==> run_1/m3.png <==
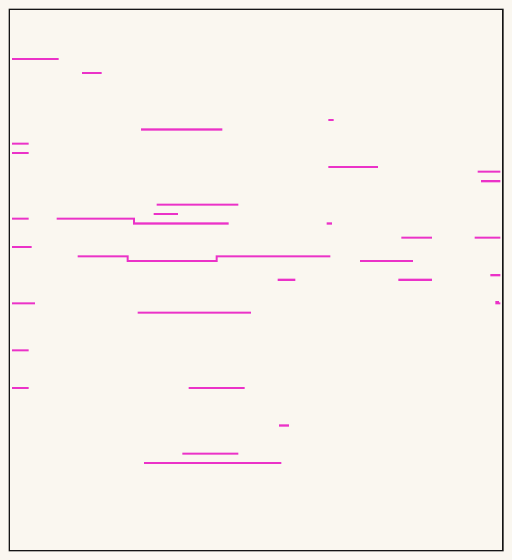
==> run_1/m2.png <==
Scale bar: 20 um.
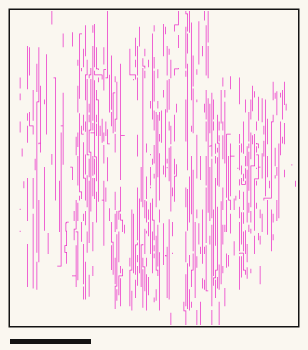
==> run_1/clock_nets.png <==
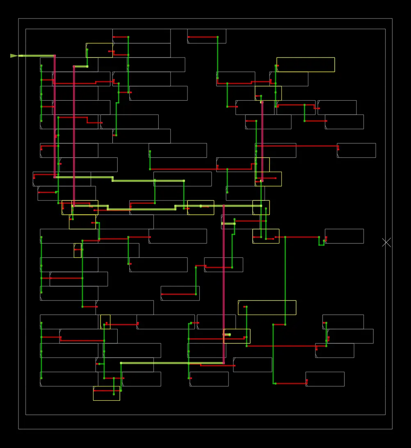
**config.mk**
```make
export PLATFORM = sky130hd
export DESIGN_NAME = mcu_bus_tx_flat
export DESIGN_NICKNAME = d
export VERILOG_FILES = /design/src/rtl/mcu_bus_pkg.sv /design/src/rtl/mcu_bus_tx_if.sv /design/src/rtl/mcu_bus_fifo.sv /design/src/rtl/mcu_bus_tx.sv /design/src/flat_wrapper.sv
export SDC_FILE = /design/constraint.sdc
export NUM_CORES = 1
export LEC_CHECK = 0
export ABC_AREA = 1
export CAP_MARGIN = 20
export CORE_ASPECT_RATIO = 1.1
export CORE_UTILIZATION = 51
export DETAILED_ROUTE_END_ITERATION = 8
export GPL_TIMING_DRIVEN = 0
export PLACE_DENSITY = 0.75
export SLEW_MARGIN = 40
export SYNTH_ARGS = -nofsm -noshare
export SYNTH_HDL_FRONTEND = slang
export SYNTH_SLANG_ARGS = --single-unit
```
**constraint.sdc**
```tcl
create_clock -name sysclk -period 2.1 [get_ports sysclk]
set_input_delay 0.42 -clock sysclk [delete_from_list [all_inputs] [get_ports sysclk]]
set_output_delay 0.42 -clock sysclk [all_outputs]
set_load 0.005 [all_outputs]
```
**src/rtl/mcu_bus_pkg.sv**
```systemverilog
// Shared types and constants for the FPGA-to-MCU parallel bus transmitter.
// The receiver-derived constants bound how short the busclk high phase may be.
package mcu_bus_pkg;

    typedef enum logic [1:0] {
        IDLE,
        SETUP,
        HIGH,
        HOLD
    } tx_state_e;

    localparam int DEF_SETUP_CYCLES = 4;
    localparam int DEF_HIGH_CYCLES  = 20;
    localparam int DEF_LOW_CYCLES   = 8;
    localparam int DEF_FIFO_DEPTH   = 4;

    // The receiver synchronises busclk and then waits before sampling bus.
    localparam int RX_SYNC_STAGES   = 3;
    localparam int RX_SAMPLE_DELAY  = 14;

    localparam int ENTRY_W          = 9;

    function automatic int max3(input int a, input int b, input int c);
        int m;
        m = (a > b) ? a : b;
        return (m > c) ? m : c;
    endfunction

endpackage

```
**src/rtl/mcu_bus_tx_if.sv**
```systemverilog
// Byte stream in from internal logic and bus-side outputs of the transmitter.
// The master side feeds bytes and the grant; the slave side is the transmitter.
interface mcu_bus_tx_if;

    logic [7:0] in_data;
    logic       in_cd;
    logic       in_valid;
    logic       in_ready;
    logic       tx_enable;
    logic [7:0] bus_out;
    logic       bus_oe;
    logic       command_data;
    logic       busclk;
    logic       busy;

    modport master (
        output in_data, in_cd, in_valid, tx_enable,
        input  in_ready, bus_out, bus_oe, command_data, busclk, busy
    );

    modport slave (
        input  in_data, in_cd, in_valid, tx_enable,
        output in_ready, bus_out, bus_oe, command_data, busclk, busy
    );

endinterface

```
**src/rtl/mcu_bus_fifo.sv**
```systemverilog
// Small synchronous FIFO with registered occupancy count.
// Read data is the head entry, valid whenever the FIFO is not empty.
module mcu_bus_fifo #(
    parameter int WIDTH = 9,
    parameter int DEPTH = 4
) (
    input  logic                   clk,
    input  logic                   rst,
    input  logic                   push,
    input  logic                   pop,
    input  logic [WIDTH-1:0]       wr_data,
    output logic [WIDTH-1:0]       rd_data,
    output logic                   full,
    output logic                   empty,
    output logic [$clog2(DEPTH):0] count
);

    localparam int AW = $clog2(DEPTH);

    if ((DEPTH < 2) || ((1 << AW) != DEPTH)) begin : g_depth_check
        $error("mcu_bus_fifo: DEPTH must be a power of 2 and at least 2");
    end

    logic [WIDTH-1:0] mem [DEPTH];
    logic [AW-1:0]    wr_ptr;
    logic [AW-1:0]    rd_ptr;
    logic             do_push;
    logic             do_pop;

    assign do_push = push && !full;
    assign do_pop  = pop && !empty;
    assign full    = (count == (AW+1)'(DEPTH));
    assign empty   = (count == '0);
    assign rd_data = mem[rd_ptr];

    always_ff @(posedge clk) begin
        if (rst) begin
            wr_ptr <= '0;
            rd_ptr <= '0;
            count  <= '0;
        end else begin
            if (do_push) wr_ptr <= wr_ptr + 1'b1;
            if (do_pop)  rd_ptr <= rd_ptr + 1'b1;
            case ({do_push, do_pop})
                2'b10:   count <= count + 1'b1;
                2'b01:   count <= count - 1'b1;
                default: count <= count;
            endcase
        end
    end

    // Storage carries no reset; occupancy alone decides what is valid.
    always_ff @(posedge clk) begin
        if (do_push) mem[wr_ptr] <= wr_data;
    end

endmodule

```
**src/rtl/mcu_bus_tx.sv**
```systemverilog
// FPGA-to-MCU transmitter: buffers tagged bytes and strobes each one onto the
// parallel bus with counted setup, high and hold phases of busclk.
module mcu_bus_tx
    import mcu_bus_pkg::*;
#(
    parameter int SETUP_CYCLES = DEF_SETUP_CYCLES,
    parameter int HIGH_CYCLES  = DEF_HIGH_CYCLES,
    parameter int LOW_CYCLES   = DEF_LOW_CYCLES,
    parameter int FIFO_DEPTH   = DEF_FIFO_DEPTH
) (
    input  logic        sysclk,
    input  logic        reset,
    mcu_bus_tx_if.slave bus_if
);

    localparam int CNT_MAX = max3(SETUP_CYCLES, HIGH_CYCLES, LOW_CYCLES);
    localparam int CNT_W   = $clog2(CNT_MAX + 1);
    localparam logic [CNT_W-1:0] LD_SETUP = CNT_W'(SETUP_CYCLES - 1);
    localparam logic [CNT_W-1:0] LD_HIGH  = CNT_W'(HIGH_CYCLES - 1);
    localparam logic [CNT_W-1:0] LD_LOW   = CNT_W'(LOW_CYCLES - 1);

    if (HIGH_CYCLES < RX_SYNC_STAGES + RX_SAMPLE_DELAY + 1) begin : g_high_check
        $error("mcu_bus_tx: HIGH_CYCLES too short for the bus receiver");
    end
    if (SETUP_CYCLES < 1 || LOW_CYCLES < 1) begin : g_phase_check
        $error("mcu_bus_tx: SETUP_CYCLES and LOW_CYCLES must be at least 1");
    end

    tx_state_e                 state, state_nxt;
    logic [CNT_W-1:0]          cnt, cnt_nxt;
    logic                      pop;
    logic                      push;
    logic [ENTRY_W-1:0]        fifo_rd;
    logic                      fifo_full;
    logic                      fifo_empty;
    logic [$clog2(FIFO_DEPTH):0] fifo_count;
    logic                      busclk_q;
    logic                      bus_oe_q;
    logic [7:0]                bus_out_q;
    logic                      cd_q;

    assign push = bus_if.in_valid && !fifo_full;

    mcu_bus_fifo #(
        .WIDTH (ENTRY_W),
        .DEPTH (FIFO_DEPTH)
    ) u_fifo (
        .clk     (sysclk),
        .rst     (reset),
        .push    (push),
        .pop     (pop),
        .wr_data ({bus_if.in_cd, bus_if.in_data}),
        .rd_data (fifo_rd),
        .full    (fifo_full),
        .empty   (fifo_empty),
        .count   (fifo_count)
    );

    // The counter is reloaded on every state entry; zero marks the last cycle.
    always_comb begin
        state_nxt = state;
        cnt_nxt   = (cnt != '0) ? cnt - CNT_W'(1) : cnt;
        pop       = 1'b0;
        case (state)
            IDLE: begin
                cnt_nxt = cnt;
                if (!fifo_empty && bus_if.tx_enable) begin
                    pop       = 1'b1;
                    state_nxt = SETUP;
                    cnt_nxt   = LD_SETUP;
                end
            end
            SETUP: if (cnt == '0) begin
                state_nxt = HIGH;
                cnt_nxt   = LD_HIGH;
            end
            HIGH: if (cnt == '0) begin
                state_nxt = HOLD;
                cnt_nxt   = LD_LOW;
            end
            HOLD: if (cnt == '0) begin
                if (!fifo_empty && bus_if.tx_enable) begin
                    pop       = 1'b1;
                    state_nxt = SETUP;
                    cnt_nxt   = LD_SETUP;
                end else begin
                    state_nxt = IDLE;
                end
            end
            default: state_nxt = IDLE;
        endcase
    end

    // Strobe and enable are registered from the next state so they never glitch.
    always_ff @(posedge sysclk) begin
        if (reset) begin
            state     <= IDLE;
            cnt       <= '0;
            busclk_q  <= 1'b0;
            bus_oe_q  <= 1'b0;
            bus_out_q <= 8'h00;
            cd_q      <= 1'b0;
        end else begin
            state    <= state_nxt;
            cnt      <= cnt_nxt;
            busclk_q <= (state_nxt == HIGH);
            bus_oe_q <= (state_nxt != IDLE);
            if (pop) {cd_q, bus_out_q} <= fifo_rd;
        end
    end

    assign bus_if.in_ready     = !fifo_full;
    assign bus_if.busy         = (state != IDLE) || !fifo_empty;
    assign bus_if.busclk       = busclk_q;
    assign bus_if.bus_oe       = bus_oe_q;
    assign bus_if.bus_out      = bus_out_q;
    assign bus_if.command_data = cd_q;

endmodule
```
**src/flat_wrapper.sv**
```systemverilog
// flat-port wrapper written by rule: the top's interface ports become plain ports
module mcu_bus_tx_flat import mcu_bus_pkg::*;
#(
    parameter int SETUP_CYCLES = DEF_SETUP_CYCLES,
    parameter int HIGH_CYCLES  = DEF_HIGH_CYCLES,
    parameter int LOW_CYCLES   = DEF_LOW_CYCLES,
    parameter int FIFO_DEPTH   = DEF_FIFO_DEPTH
)
  (sysclk, reset, bus_if_in_data, bus_if_in_cd, bus_if_in_valid, bus_if_tx_enable, bus_if_in_ready, bus_if_bus_out, bus_if_bus_oe, bus_if_command_data, bus_if_busclk, bus_if_busy);
  mcu_bus_tx_if bus_if_i ();
  input  logic sysclk;
  input  logic reset;
  input wire logic [$bits(bus_if_i.in_data)-1:0] bus_if_in_data;
  input wire logic [$bits(bus_if_i.in_cd)-1:0] bus_if_in_cd;
  input wire logic [$bits(bus_if_i.in_valid)-1:0] bus_if_in_valid;
  input wire logic [$bits(bus_if_i.tx_enable)-1:0] bus_if_tx_enable;
  output wire logic [$bits(bus_if_i.in_ready)-1:0] bus_if_in_ready;
  output wire logic [$bits(bus_if_i.bus_out)-1:0] bus_if_bus_out;
  output wire logic [$bits(bus_if_i.bus_oe)-1:0] bus_if_bus_oe;
  output wire logic [$bits(bus_if_i.command_data)-1:0] bus_if_command_data;
  output wire logic [$bits(bus_if_i.busclk)-1:0] bus_if_busclk;
  output wire logic [$bits(bus_if_i.busy)-1:0] bus_if_busy;
  assign bus_if_i.in_data = bus_if_in_data;
  assign bus_if_i.in_cd = bus_if_in_cd;
  assign bus_if_i.in_valid = bus_if_in_valid;
  assign bus_if_i.tx_enable = bus_if_tx_enable;
  assign bus_if_in_ready = bus_if_i.in_ready;
  assign bus_if_bus_out = bus_if_i.bus_out;
  assign bus_if_bus_oe = bus_if_i.bus_oe;
  assign bus_if_command_data = bus_if_i.command_data;
  assign bus_if_busclk = bus_if_i.busclk;
  assign bus_if_busy = bus_if_i.busy;
  mcu_bus_tx #(.SETUP_CYCLES(SETUP_CYCLES), .HIGH_CYCLES(HIGH_CYCLES), .LOW_CYCLES(LOW_CYCLES), .FIFO_DEPTH(FIFO_DEPTH)) u_core (.sysclk(sysclk), .reset(reset), .bus_if(bus_if_i));
endmodule
```
==> flow_metrics.tcl, run 1 <==
# flow metrics
set metrics [dict create \
    worst_hold_slack_ns 0.480 \
    crit_top_cell "nand2_4" \
    fp_util_pct 53.4 \
    worstHoldEndpoint "u_core.u_fifo.count[0]" \
    utilization_pct 66.7 \
    ys_seq_share_pct 58.8 \
    io_buffers 25 \
    top_cell_area_share_pct 40.2 \
    ff_type "edfxtp_1" \
    grtUsageMet3_pct 4.75 \
    finalHoldViolCount 0 \
    cellInternalPower_mw 3.15 \
    vias_per_cell 5.18 \
    cts_root_buf "clkbuf_8" \
    grt_usage_pct 21.8 \
    hpwl_um 3600 \
    cp_top_family "adder cells" \
    ctsLongestPathBuffers 2 \
    drc_errors 1 \
    rr_endpoint "u_core.u_fifo.count[2]" \
    die_h_um 78.2 \
    worst_slew_pin_slew_ns 0.538 \
    hold_buffers 0 \
    insertedDiodeCount 0 \
    clock.fmax_mhz 494 \
    postCtsSetupBuffers 6 \
    htree_levels 3 \
    gp_congestion 0.827 \
    clk_pin_slew_ns 0.07 \
    layout_min_cycle_time_ns 2.02 \
    p_per_area_nw_per_um2 1490 \
    ys_warn_count 0 \
    crit_path_start "u_core.cnt[1]" \
    wl_met2_um 2830 \
    wl_per_cell_um 13.8 \
    yosysMostFrequentCell "nor2_1" \
    pwr-share-clk_pct 22.4 \
    place_area_um2 3030 \
    dr.pass1.iters 6 \
    hold_path_depth 1 \
    cp_num_buf_inv 3 \
    grt_pass1_wl_um 9050 \
    rr_worst_depth 15 \
    core-area_um2 5030 \
    async_flop_share_pct 0 \
    stdcell_area_um2 3360 \
    required_ns 2.33 \
    slew_headroom_pct 64.1 \
    use_met1_pct 24.2 \
    critPathSlowestCell "fa_2" \
    n_fill_cell 403 \
    postSynthAreaPerCell_um2 9.53 \
    cp.depth 15 \
    nNetsFinal 353 \
    die_width_um 71.2 \
    status "finished with violations" \
    power.group.top "combinational cells" \
    reg2reg_setup_slack_ns 0.08 \
    final_antenna_net_count 0 \
    violations "DRC" \
    pwr-share-comb_pct 43.6 \
    ys_cells 282 \
    finalMaxSlewViolations 0 \
]
Back to the opening pictures, m3.png:
longest straight run	19.5 um
main direction	horizontal
share of all routed wire	3.8%
via count: 2020
WL final: 5390 um

Back to the opening pictures, m2.png:
share of all routed wire	52%
longest straight run	37.2 um
wire length on this layer	2830 um
grt met2 use: 38.6%

Back to the opening pictures, clock_nets.png:
Clock net power: 1.12 mW
Setup Skew: 0.00960 ns
CTS sink count: 61
FFs & Latches: 61
clock buffer count from CTS: 9

-- run 1: cells by family after synthesis --
logic type | after synthesis | synth area share [%]
AOI/OAI and AO/OA | 65 | 12.1
xor gates and xnor gates | 1 | 0.326
and+or+nand+nor | 104 | 16.4
adders and majority gates | 13 | 6.33
DFF | 61 | 58.8
buffers and inverters | 38 | 6.00
-- run 1: registers in the layout, summed over array words and instances, names as in the netlist --
register                    count
u_core.bus_if.bus_oe            1
u_core.bus_if.bus_out           8
u_core.bus_if.busclk            1
u_core.bus_if.command_data      1
u_core.cnt                      5
u_core.state                    2
u_core.u_fifo.count             3
u_core.u_fifo.mem              36
u_core.u_fifo.rd_ptr            2
u_core.u_fifo.wr_ptr            2
-- run 1: worst reg2reg max path, cell delays in order (launching register included) --
cell and delay, ns:
dfxtp_2 0.33, inv_2 0.07, ha_4 0.15, nand2_4 0.06
nor2_4 0.12, nand2_2 0.08, nand2_4 0.08, nand2_4 0.06
inv_4 0.07, ha_4 0.12, inv_2 0.04, fa_2 0.35
a21oi_2 0.15, o21ai_2 0.07, o21ai_1 0.12, a21oi_1 0.05
-- run 1: cell type report --
class / count / area [um^2] / share of cell area, %
Timing Repair Buffer: 35 / 325 / 9.68
Buffer: 8 / 41.3 / 1.23
Clock buffer: 9 / 124 / 3.69
Multi-Input combinational cell: 183 / 1000 / 29.9
Inverter: 29 / 111 / 3.31
Clock inverter: 7 / 90.1 / 2.68
Tap cell: 58 / 72.6 / 2.16
Sequential cell: 61 / 1590 / 47.4
-- run 1: placed cells by master (no fill, tap or decap), drive strengths merged --
master	count
nor2	63
o21ai	49
edfxtp	36
nand2	31
inv	29
clkdlybuf4s50	25
dfxtp	25
a21oi	16
buf	14
clkbuf	13
ha	12
nand3	6
clkinv	4
nand4	3
bufinv	2
xor2	1
nor3	1
fa	1
clkinvlp	1
==> run 1 -> run 2 <==
--- a/config.mk
+++ b/config.mk
@@ -8,10 +8,12 @@
 export ABC_AREA = 1
 export CAP_MARGIN = 20
 export CORE_ASPECT_RATIO = 1.1
-export CORE_UTILIZATION = 51
+export CORE_MARGIN = 5
+export CORE_UTILIZATION = 53
 export DETAILED_ROUTE_END_ITERATION = 8
 export GPL_TIMING_DRIVEN = 0
 export PLACE_DENSITY = 0.75
+export SETUP_SLACK_MARGIN = 0.05
 export SLEW_MARGIN = 40
 export SYNTH_ARGS = -nofsm -noshare
 export SYNTH_HDL_FRONTEND = slang
==> constraint.sdc (replaced) <==
create_clock -name sysclk -period 1.96 [get_ports sysclk]
set_input_delay 0.392 -clock sysclk [delete_from_list [all_inputs] [get_ports sysclk]]
set_output_delay 0.392 -clock sysclk [all_outputs]
set_load 0.005 [all_outputs]
==> run_2/m2.png <==
Scale bar: 20 um.
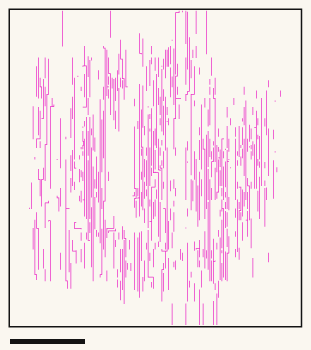
main direction	vertical
longest straight run	41.0 um
nets with wire on the layer	280
share of all routed wire	53%
wire length on this layer	2840 um

==> run_2/clock_nets.png <==
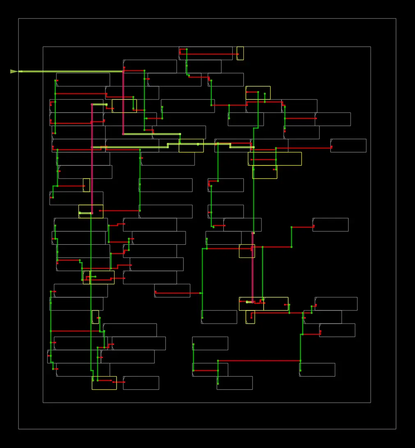
CLK BUF: 11
Clock net power: 1.04 mW
Clock Latency Late Sink: 0.33 ns

==> run 2 against run 1 <==
The run ends with setup timing left. Sequential power increased by 7%. Global-route usage decreased by 4.9 points. Sequential share of layout area increased by 0.10 points. Worst hold slack improved by 0.00091 ns. Clock power decreased by 7%. Synthesized cell count unchanged. Critical path depth unchanged. Fmax decreased by 2.6%. Clock skew decreased by 0.0040 ns. Routed wire length decreased by 1.1%.
==> flow_metrics.tcl, run 2 <==
# flow metrics
set metrics [dict create \
    status "finished with violations" \
    violations "setup timing" \
    clock.fmax_mhz 481 \
    finalMaxSlewViolations 0 \
    wl_met2_um 2840 \
    place_area_um2 3050 \
    drc_errors 0 \
    p_per_area_nw_per_um2 1580 \
    end_kind "register" \
    pwr-share-clk_pct 19.7 \
    ys_sh_simple_pct 16.4 \
    layout.area.comb_um2 1010 \
    seqPwrFrac_pct 34.5 \
    fin_setup_tns_ns -0.118 \
    gp_congestion 0.880 \
    htree_levels 3 \
    grt_remaining_overflow 0 \
    mostFrequentLayoutCells "nor2_1 (58), edfxtp_1 (36), o21ai_0 (35), nand2_1 (26), clkdlybuf4s50_1 (24)" \
    p_sw_mw 1.99 \
    logic_family "simple AND/OR/NAND/NOR gates" \
    grtUsageMet3_pct 4.51 \
    ff_type "edfxtp_1" \
    stdcell_area_um2 3350 \
    dr.pass1.iters 4 \
    finalPower_mw 5.30 \
    stdcell_count 392 \
    flop_area_um2 1590 \
    grt_usage_pct 16.9 \
    common_cells "nor2_1 (60), o21ai_0 (37), edfxtp_1 (36)" \
    hpwl_um 3560 \
    p_sw_share_pct 37.5 \
    fin_crit_sh_pct 106 \
    fp_util_pct 54.1 \
    worst_setup_path_start_kind "register" \
    lay_top_count "nor2_1" \
    post-place-ws_ns -0.525 \
    ys_sh_adder_pct 6.33 \
    layout_min_cycle_time_ns 2.08 \
    area_leaders "edfxtp_1 (40%), dfxtp_1 (19%), nor2_1 (8.4%)" \
    max_stage_delay_ns 0.39 \
    mux_share_pct 0 \
    worst_slew_pin_slew_ns 0.835 \
    place_inst 365 \
    ys_types 22 \
    crit_top_cell "nand2_4" \
    largest_reg_flops 36 \
    setup_violations 1 \
    cp_num_buf_inv 3 \
    ys_chip_area_um2 2690 \
    cp_top_family "adder cells" \
    top_cell_area_share_pct 40.2 \
    cts_root_buf "clkbuf_8" \
    ir_worst_vdd_uv 808 \
    grt_pass1_vias 1943 \
    cellInternalPower_mw 3.32 \
    cts_inserted_buffers 9 \
    clock_skew_ns 0.00561 \
    m1WireLength_um 2160 \
    ys_seq_elements 61 \
    grt_util_met2_pct 29.5 \
    grt_pass1_wl_um 8740 \
    hold_buffers 0 \
    core-area_um2 4970 \
    grt-busiest-layer "met2" \
    synth-xor-area-share_pct 0.326 \
    cp.arrival_ns 2.30 \
    fp_nets 308 \
    ys_warn_count 0 \
    num_vias 2037 \
    die_h_um 84.7 \
    ys_seq_share_pct 58.8 \
    finalHoldViolCount 0 \
    edf_count 36 \
    num_io_pins 26 \
    postSynthAreaPerCell_um2 9.53 \
    clk_pin_slew_ns 0.07 \
    critPathSlowestCell "fa_2" \
    synthCells 282 \
    drt_wl_total_um 5330 \
    netlist_area_um2 2690 \
    wl_per_cell_um 13.6 \
    area_growth_pct 24.5 \
    regMostFlops "u_core.u_fifo.mem" \
    yosys.area_share.aoi_pct 12.1 \
    yosysMostFrequentCell "nor2_1" \
    dieArea_um2 6600 \
    ctsLongestPathBuffers 2 \
    warnings 36 \
    cts_sinks 61 \
    n_fill_cell 391 \
    insertedDiodeCount 0 \
    largest_area_cell "edfxtp_1" \
    grt_max_degree 11 \
    crit_fanout 3 \
    rows 27 \
    final_layout_size_suffix_gt1_share_pct 16.8 \
    io_buffers 25 \
    async_flop_share_pct 0 \
    die_width_um 77.9 \
    pwr-share-comb_pct 45.9 \
    path_class "register to register" \
    timing.final.ws_setup_ns -0.118 \
    ys_cells 282 \
    required_ns 2.18 \
    vias_per_cell 5.20 \
    slew_headroom_pct 44.1 \
    final_antenna_net_count 0 \
    use_met1_pct 18.6 \
    path_cells "inv_2 -> ha_4 -> nand2_4 -> nor2_4 -> nand2_2 -> nand2_4 -> nand2_4 -> inv_4 -> ha_4 -> inv_4 -> fa_2 -> a21oi_2 -> o21ai_1 -> o21ai_1 -> a21oi_1" \
    nNetsFinal 355 \
]
==> run_2/layers.png <==
Scale bar: 20 um. Two of the layers only.
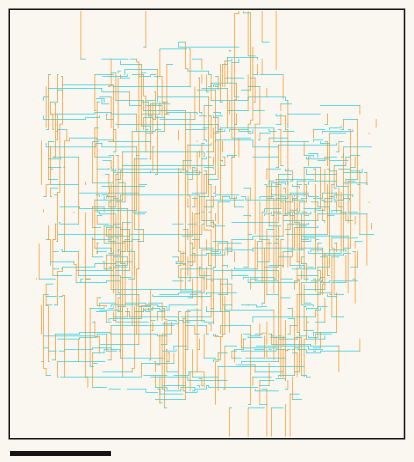
color	layer	wire length
cyan	M1	2160 um
orange	M2	2840 um

[run 2: final cells by class]
type | instances | area share, %
repair buffers | 37 | 10.1
inverters | 29 | 3.40
clock buffers | 11 | 3.93
well taps | 58 | 2.17
clock inverters | 5 | 1.53
plain buffers | 8 | 1.23
flip-flops and latches | 61 | 47.5
multi-input cells | 183 | 30.1
[run 2: path summary, 6_finish.rpt]
kind                                             start                     end  slack (ns)  cells after the start
worst max-delay path                     u_core.cnt[1]  u_core.u_fifo.count[2]       -0.12                     15
worst max register to register           u_core.cnt[1]  u_core.u_fifo.count[2]       -0.12                     15
worst min register to register  u_core.u_fifo.count[0]  u_core.u_fifo.count[0]        0.48                      1
worst min-delay path            u_core.u_fifo.count[0]  u_core.u_fifo.count[0]        0.48                      1
[run 2: stage by stage]
step                hold slack (ns)  util, %
detailed placement            0.471     61.4
floorplan                     0.442        -
global placement              0.450     61.3
finish                        0.481     67.4
CTS                           0.486     66.4
global route                  0.514     67.4
[run 2: timing repair]
| item | CTS | global route |
|---|---|---|
| pin swaps | 2 | 7 |
| endpoints found under the setup margin | 3 | 20 |
| setup buffers | 6 | 6 |
| resized | 7 | 5 |
[run 2: power groups by stage]
stage / Combinational [mW] / Clock [mW] / Sequential [mW]
floorplan: 1.47 / 0 / 1.83
global placement: 2.08 / 0 / 1.85
detailed placement: 2.14 / 0 / 1.86
CTS: 2.30 / 1.06 / 1.83
global route: 2.75 / 1.13 / 1.86
finish: 2.43 / 1.04 / 1.83
[run 2: cells by family (layout without fill, tap and decap cells)]
| group | Yosys count | count (layout) |
|---|---|---|
| buffers and inverters | 38 | 90 |
| DFF | 61 | 61 |
| AOI/OAI and AO/OA | 65 | 65 |
| xor gates and xnor gates | 1 | 1 |
| and+or+nand+nor | 104 | 104 |
| adders and majority gates | 13 | 13 |
Power is estimated from default activity; no workload was simulated.
